Fig. 1: run 1, drive-strength map
Scale: 3 px per um.
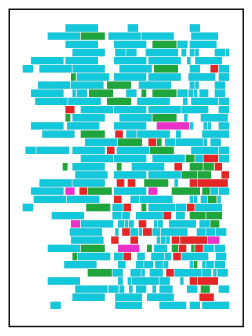
Fig. 2: run 1, wire density map
Scale: 4 px per um. The die is cut into 15 by 21 equal tiles; dark purple is low, yellow is high, scaled to the fullest tile. Values are wire area over tile area, all layers added.
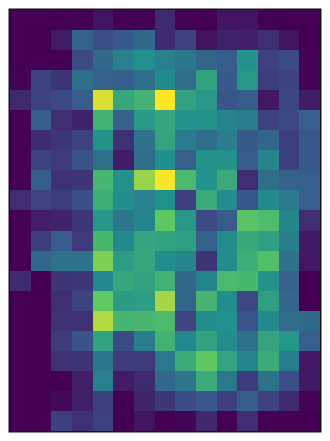
Fig. 3: run 1, placed cells, one colour a class
Scale: 4 px per um.
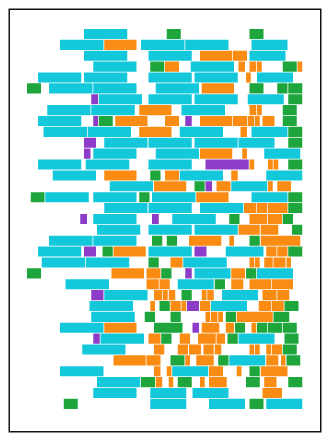
==> config.mk <==
export PLATFORM = sky130hd
export DESIGN_NAME = capture_fifo
export DESIGN_NICKNAME = d
export VERILOG_FILES = /design/src/rtl/capture_pkg.sv /design/src/rtl/strobe_edge_detect.sv /design/src/rtl/capture_fifo.sv
export SDC_FILE = /design/constraint.sdc
export NUM_CORES = 1
export LEC_CHECK = 0
export ABC_CLOCK_PERIOD_IN_PS = 2400
export CAP_MARGIN = 20
export CORE_ASPECT_RATIO = 1.4
export CORE_MARGIN = 4
export CORE_UTILIZATION = 54
export CTS_BUF_LIST = sky130_fd_sc_hd__clkbuf_2
export CTS_CLUSTER_DIAMETER = 120
export DETAILED_ROUTE_END_ITERATION = 7
export GPL_ROUTABILITY_DRIVEN = 0
export PLACE_DENSITY = 0.78
export SLEW_MARGIN = 5
export SYNTH_ARGS = -nofsm -noshare
export SYNTH_HDL_FRONTEND = slang
export SYNTH_SLANG_ARGS = --single-unit
==> constraint.sdc <==
create_clock -name clock -period 2.4 [get_ports clock]
set_clock_uncertainty 0.1 [all_clocks]
set_input_delay 0.24 -clock clock [delete_from_list [all_inputs] [get_ports clock]]
set_output_delay 0.24 -clock clock [all_outputs]
set_load 0.02 [all_outputs]
==> summary.txt, run 1 <==
Figures from the implementation reports.

- The run finished with clean final reports.
- The pre-CTS worst setup slack is -222.4 ps.
- The area share of the leading cell type in the synthesized netlist is 0.5266.
- The mean routed wirelength per cell reads approximately 19 um.
- The clock root buffer reads sky130_fd_sc_hd__clkbuf_2.
- Ranked by total cell area, the synthesized netlist is headed by sky130_fd_sc_hd__edfxtp_1, sky130_fd_sc_hd__dfrtp_1, sky130_fd_sc_hd__mux4_2.
- The type of the worst setup path reads flop to flop.
- The count of cells in the finished layout, fillers not included, comes to 351.
- The global-route wire length before repair is 10.30 mm.
- The path depth of the worst reg2reg path reads 9.
- The inverter count reads 5.
- The worst setup path is captured at a flop.
- The post-synthesis to final-layout area growth reads 20.26%.
- Counting flops with an async set or reset pin after synthesis yields a share of 0.2727.
- The post-synthesis instance total is 213.
- The max-slew violation total from the final report reads 0.
- The final critical-path required period reads around 2300 ps.
- The total area of multi-input combinational cells reads 1085 sq um.
- The floorplan report gives the top-level pin count as 31.
- In the finished layout, the clock tree contains a buffer count of 9.
- The number of global-route vias before repair is around 2000.
- Entering global routing, the biggest net connects 25 pins.
- The post-synthesis register bit count reads ~88.
- The number of violations of the max-capacitance limit reads 0.
- The sequential cell count of the final layout reads approximately 88.
- The final cycle utilization of the critical path is 0.9557.
- By count the netlist is led by sky130_fd_sc_hd__edfxtp_1, sky130_fd_sc_hd__dfrtp_1, sky130_fd_sc_hd__nor2_1.
- The most numerous cell in the Yosys netlist is sky130_fd_sc_hd__edfxtp_1.
- The buffering overhead is 0.1246.
- Registers take 2524 sq um.
- The tally of nets with antenna violations remaining after routing is 0.
- The number of buffer and inverter instances along the worst setup path reads 2.
- The number of warnings in the stage logs is 28.
- In this run the cell area of the synthesized design comes to between 3000 and 4000 sq um.
-- Fig. 1 (at the start) --
green -> drive 2  # cells 40
red -> drive 3 to 4  # cells 33
cyan -> drive 1 or less  # cells 198
magenta -> drive 6 and up  # cells 6
total of plain and repair buffers excluding clock buffers: 60
final critical-path setup slack: 106.3 ps
post-route cell area: 4389 sq um

-- Fig. 2 (at the start) --
nearly empty tiles = 17%
fullest tile = 0.42
emptiest ninth of the die = bottom left
mean over tiles = 0.13
overall fraction of global-route tracks in use: 0.1723
Routed Wire Length: 6.639 mm

-- Fig. 3 (at the start) --
green -> other buffers and delay cells  # cells 60, share of their area 13%
orange -> all other logic  # cells 113, share of their area 26%
cyan -> flip-flops  # cells 88, share of their area 59%
purple -> clock drivers and dummy loads  # cells 16, share of their area 2.9%
fin util: 0.6682
# rows: 35

-- run 1: power groups by stage --
stage               sequential [uW]  clock [uW]  combinational (uW)
CTS                            1830         771                 884
detailed placement             1860           0                 877
global route                   1850         839                 973
global placement               1860           0                 858
finish                         1830         750                 905
floorplan                      1960           0                 433
-- run 1: repair_timing --
item                       in CTS  in global routing
setup endpoints to repair       0                  3
buffers inserted                0                  1
resized                         0                  7
hold endpoints to repair       23                  1
hold buffers                    1                  1
-- run 1: metal layers --
metal,GRT usage,vias up,share of wire
li1,-,928,-
met1,0.1871,1009,0.38
met2,0.3214,49,0.58
met3,0.04188,6,0.032
met4,0.06107,0,0.012
met5,0,-,0
--- run 2 (diff from run 1) ---
--- a/config.mk
+++ b/config.mk
@@ -11,7 +11,7 @@
 export CORE_MARGIN = 4
 export CORE_UTILIZATION = 54
 export CTS_BUF_LIST = sky130_fd_sc_hd__clkbuf_2
-export CTS_CLUSTER_DIAMETER = 120
+export CTS_CLUSTER_DIAMETER = 200
 export DETAILED_ROUTE_END_ITERATION = 7
 export GPL_ROUTABILITY_DRIVEN = 0
 export PLACE_DENSITY = 0.78
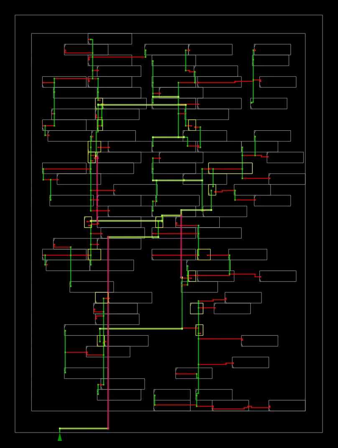
Fig. 4. Clock routing (run 2).
total of clock buffers placed in the layout: 9
Seq Cell Count: 88
number of buffers created by CTS: 9
later-pin clock latency in the skew report: 510 ps

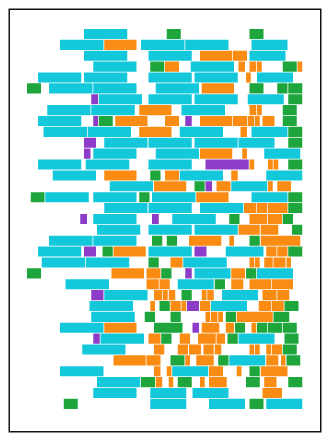
Fig. 5. Placed cells, one colour a class (run 2).
Scale: 4 px per um.
purple -> clock drivers and dummy loads  # cells 16, share of their area 2.9%
green -> other buffers and delay cells  # cells 60, share of their area 13%
orange -> all other logic  # cells 113, share of their area 26%
cyan -> flip-flops  # cells 88, share of their area 59%
area inside the core boundary: 6569 sq um
share of cell area taken by flip-flops and latches: 0.5750

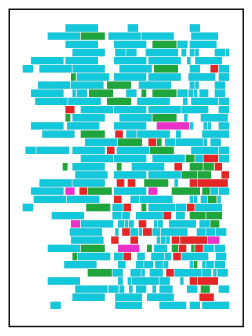
Fig. 6. Drive-strength map (run 2).
Scale: 3 px per um.
cyan -> drive 1 or less  # cells 198
red -> drive 3 to 4  # cells 33
green -> drive 2  # cells 40
magenta -> drive 6 and up  # cells 6
area added between synthesis and finish: 20.26%

==> run 2 against run 1 <==
Compared with the run above:
- first-iteration DRC count did not move
- register-to-register slack hardly changed
- sequential power hardly changed
- clock-buffer cell count did not move
- non-clock buffer count stayed put
- final cell count did not move
- via count unchanged
- combinational power is essentially flat
- largest cell class unchanged
- highest routed layer unchanged
==> summary.txt, run 2 <==
Figures from the implementation reports.

- Run status: finished clean (unchanged).
- The synthesized cell area is 3650 sq um (unchanged).
- The tally of nets with antenna violations remaining after routing is 0 (unchanged).
- The critical path capture point type is a flop (unchanged).
- The inverter count was 5 (unchanged).
- The maximum number of pins on one net before global-route repair is 25 (unchanged).
- The post-synthesis instance total came to 213 (unchanged).
- The buffering overhead is 0.1246 (unchanged).
- The synthesized netlist net count came to 234 (unchanged).
- The met1 usage reads 0.1871 (unchanged).
- The final wirelength was 6.639 mm (unchanged).
- The final core utilization reads 0.6682 (unchanged).
- The non-clock buffer total of the final layout reads 60 (unchanged).
- The share of async-settable or async-resettable flops after synthesis reads 0.2727 (unchanged).
- The post-CTS setup buffer count is 0 (unchanged).
- The aggregate global-route resource usage is 0.1723 (unchanged).
- The critical path data required time reads 2770 ps (about the same).
- The number of warnings in the stage logs is 28 (unchanged).
- The most numerous cell in the Yosys netlist was sky130_fd_sc_hd__edfxtp_1 (unchanged).
- The number of buffer and inverter instances along the worst setup path is 2 (unchanged).
- The global-route met3 utilization reads 0.04188 (unchanged).
- Top area cells in the synthesized netlist: sky130_fd_sc_hd__edfxtp_1, sky130_fd_sc_hd__dfrtp_1, sky130_fd_sc_hd__mux4_2 (unchanged).
- The number of violations of the max-capacitance limit is 0 (unchanged).
- The type of the worst setup path is flop to flop (unchanged).
- The highest layer used for signal routing reads met4 (unchanged).
- The post-synthesis register bit count is 88 (unchanged).
- The number of placed I/O pins came to 31 (unchanged).
- The global-route wire length before repair is 10.30 mm (unchanged).
- The leakage power reads 0.001594 uW (unchanged).
- The final cycle utilization of the critical path came to 0.9557 (unchanged).
- The final cell area excluding filler cells reads 4389 sq um (unchanged).
- The max-slew violation total from the final report is 0 (unchanged).
- The pre-CTS worst setup slack is -222.4 ps (unchanged).
- The mean routed wirelength per cell is 18.91 um (unchanged).
- The routed wire length on met3 is 212 um (unchanged).
- The number of rows created at floorplan is 35 (unchanged).
- The length of routed wiring on met1 came to 2.504 mm (unchanged).
- The number of instances resized during post-cts repair is 0 (unchanged).
- The total area of multi-input combinational cells reads 1085 sq um (unchanged).
- The detailed-routed wire length on met2 is 3.841 mm (unchanged).
- The number of placed instances, taps included is 332 (unchanged).
- The number of global-route vias before repair is 2000 (unchanged).
- Top post-synthesis cells by count: sky130_fd_sc_hd__edfxtp_1, sky130_fd_sc_hd__dfrtp_1, sky130_fd_sc_hd__nor2_1 (unchanged).
- The portion of the post-synthesis area used by sequential elements came to 0.6915 (unchanged).
- The final setup slack of the worst path is 106.3 ps (unchanged).
- The most crowded layer after global routing reads met2 (unchanged).
- The cts-stage hold buffer count is 1 (unchanged).
- The path depth of the worst reg2reg path is 9 (unchanged).
- The area share of the leading cell type in the synthesized netlist is 0.5266 (unchanged).
- The met2 usage reads 0.3214 (unchanged).
run 2: cell counts in the layout (fill, tap and decap cells not counted):
No cell type changed its count.
run 2: logic make-up (layout without fill, tap and decap cells):
group | after synthesis | in the layout | share of synthesized area
AND-OR/OR-AND | 23 | 23 | 0.04800
multiplexers | 27 | 27 | 0.1289
AND/OR/NAND/NOR | 46 | 46 | 0.06925
XOR/XNOR | 5 | 5 | 0.01200
buffers and inverters | 17 | 81 | 0.02639
adder cells (fa/ha/maj) | 7 | 7 | 0.02400
flip-flops | 88 | 88 | 0.6915
run 2: where the power goes:
group	internal (uW)	leakage, uW	switching, uW	total [uW]
clock	253	0.0000749	496	750
combinational	470	0.000640	435	905
sequential	1750	0.000879	85.7	1830
total	2470	0.00159	1020	3490
Power is estimated from default activity; no workload was simulated.
